Fig. 1: placed standard cells
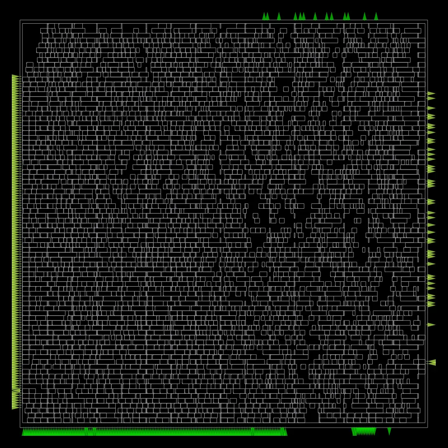
Fig. 2: the metal 3 layer
Scale bar: 50 um.
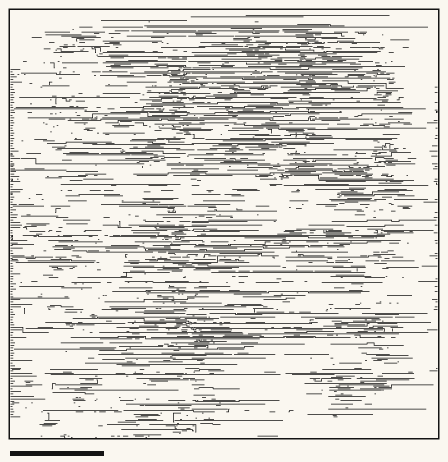
## config.mk

```make
export PLATFORM = sky130hd
export DESIGN_NAME = shift_unit_arbiter
export DESIGN_NICKNAME = d
export VERILOG_FILES = /design/src/rtl/shift_unit_arbiter.sv
export SDC_FILE = /design/constraint.sdc
export NUM_CORES = 1
export LEC_CHECK = 0
export CAP_MARGIN = 40
export CORE_UTILIZATION = 30
export DETAILED_ROUTE_END_ITERATION = 8
export PLACE_DENSITY = 0.52
export SLEW_MARGIN = 20
export SYNTH_ARGS = -nofsm -noshare
export SYNTH_HDL_FRONTEND = slang
export SYNTH_SLANG_ARGS = --single-unit
```

## constraint.sdc

```tcl
create_clock -name clk -period 3.4 [get_ports clk]
set_input_delay 0.34 -clock clk [delete_from_list [all_inputs] [get_ports clk]]
set_output_delay 0.34 -clock clk [all_outputs]
set_load 0.01 [all_outputs]
```

## src/rtl/shift_unit_arbiter.sv

```systemverilog
// shift_unit_arbiter: shares one 64-bit SRL/SLL/SRA datapath among NREQ requesters.
// Round-robin by default; define SHIFT_ARB_FIXED_PRIO_EN for fixed priority (index 0 highest).
module shift_unit_arbiter #(
    parameter int DATA_W  = 64,
    parameter int SHAMT_W = 6,
    parameter int NREQ    = 4,
    parameter int ID_W    = 2
) (
    input  logic                    clk,
    input  logic                    rst_n,
    input  logic [NREQ-1:0]         req_valid,
    output logic [NREQ-1:0]         req_ready,
    input  logic [NREQ*2-1:0]       req_op,
    input  logic [NREQ*DATA_W-1:0]  req_a,
    input  logic [NREQ*SHAMT_W-1:0] req_shamt,
    output logic                    rsp_valid,
    input  logic                    rsp_ready,
    output logic [ID_W-1:0]         rsp_id,
    output logic [DATA_W-1:0]       rsp_result,
    output logic                    rsp_err
);

    typedef enum logic {IDLE, FULL} state_t;

    state_t              state;
    state_t              state_nx;
    logic [ID_W-1:0]     rr_ptr;
    logic [ID_W-1:0]     gidx;
    logic                found;
    logic                can_accept;
    logic                accept;
    logic [2*NREQ-1:0]   rot;
    logic [1:0]          op;
    logic [DATA_W-1:0]   a;
    logic [SHAMT_W-1:0]  sh;
    logic [DATA_W-1:0]   res;
    logic                err;

`ifdef SHIFT_ARB_FIXED_PRIO_EN
    assign rr_ptr = '0;
`else
    always_ff @(posedge clk or negedge rst_n) begin
        if (!rst_n) begin
            rr_ptr <= '0;
        end else if (accept) begin
            rr_ptr <= (int'(gidx) == NREQ - 1) ? '0 : gidx + ID_W'(1);
        end
    end
`endif

    // Rotate so bit k of rot is requester (rr_ptr + k) mod NREQ.
    assign rot = {req_valid, req_valid} >> rr_ptr;

    always_comb begin : grant_p
        int j;
        j     = 0;
        found = 1'b0;
        gidx  = '0;
        for (int k = 0; k < NREQ; k++) begin
            j = int'(rr_ptr) + k;
            if (j >= NREQ) j = j - NREQ;
            if (!found && rot[k]) begin
                found = 1'b1;
                gidx  = ID_W'(j);
            end
        end
    end

    assign can_accept = (state == IDLE) | rsp_ready;
    assign accept     = can_accept & found;
    assign rsp_valid  = (state == FULL);

    always_comb begin
        req_ready = '0;
        op        = '0;
        a         = '0;
        sh        = '0;
        for (int k = 0; k < NREQ; k++) begin
            if (gidx == ID_W'(k)) begin
                op           = req_op[k*2 +: 2];
                a            = req_a[k*DATA_W +: DATA_W];
                sh           = req_shamt[k*SHAMT_W +: SHAMT_W];
                req_ready[k] = accept;
            end
        end
    end

    always_comb begin
        res = '0;
        err = 1'b0;
        unique case (op)
            2'b00:   res = a >> sh;
            2'b01:   res = a << sh;
            2'b10:   res = $unsigned($signed(a) >>> sh);
            default: err = 1'b1;
        endcase
    end

    always_comb begin
        state_nx = state;
        unique case (state)
            IDLE: if (accept) state_nx = FULL;
            FULL: begin
                if (accept)         state_nx = FULL;
                else if (rsp_ready) state_nx = IDLE;
            end
            default: state_nx = IDLE;
        endcase
    end

    always_ff @(posedge clk or negedge rst_n) begin
        if (!rst_n) begin
            state      <= IDLE;
            rsp_id     <= '0;
            rsp_result <= '0;
            rsp_err    <= 1'b0;
        end else begin
            state <= state_nx;
            if (accept) begin
                rsp_id     <= gidx;
                rsp_result <= res;
                rsp_err    <= err;
            end
        end
    end

endmodule

```

==> flow_metrics.tcl <==
# implementation run metrics
set metrics [dict create \
    final_cell_area_um2 35700 \
    violations "negative setup slack" \
    drtAntennaViolNets 0 \
    worst_slack_ns -0.987 \
    path_max_fanout 8 \
    comb_share_pct 49.8 \
    synth.most_common_cell "nor3_1" \
    ys_top_logic_family "AND-OR/OR-AND gates" \
    area_dominant_class "multi-input combinational cells" \
    critPathCaptureType "flop" \
    warnings 32 \
    finalHoldViolCount 0 \
    top_cells_by_area "dfrtp_1, nor3_1, a211oi_1, a21oi_1, nor2_1" \
    dpl.cell_count 4073 \
    htreeDepth 3 \
    rr_endpoint "rsp_result[50]" \
    cp.arrival_ns 4.67 \
    portBuffers 366 \
    drc 0 \
    cts_tree "built" \
    drv_cap 0 \
    core_area_um2 50200 \
    layout-drive-gt1-share_pct 57.6 \
    comb_cells 1933 \
    setup_viol_count_final 65 \
    dr_wl_met2_mm 59.8 \
    top_cell_area_share_pct 11.5 \
    max_stage_delay_ns 0.44 \
    grt_pass1_vias 27600 \
    synth_seq_share_pct 11.5 \
    period_minus_slack_ns 4.39 \
    cts.reportedPaths.clkPinSlew_ns 0.07 \
    clk_share_pct 0.928 \
    r2r-start "rr_ptr[0]" \
    grt_util_met2_pct 76.9 \
    fillers 3762 \
    finalWirelength_mm 146 \
    status "finished, violations left" \
    grt_overflow 0 \
    ys_area_um2 15300 \
    netlist_area_um2 15300 \
]
Notes on Fig. 1 above:
flop count: 70
final std cells w/o fill: 4294
row count: 82
final core utilization: 71.2%
Seq/total area: 4.91%

Notes on Fig. 2 above:
main direction = horizontal
wire length on this layer = 18900 um
share of all routed wire = 13%
nets with wire on the layer = 1047

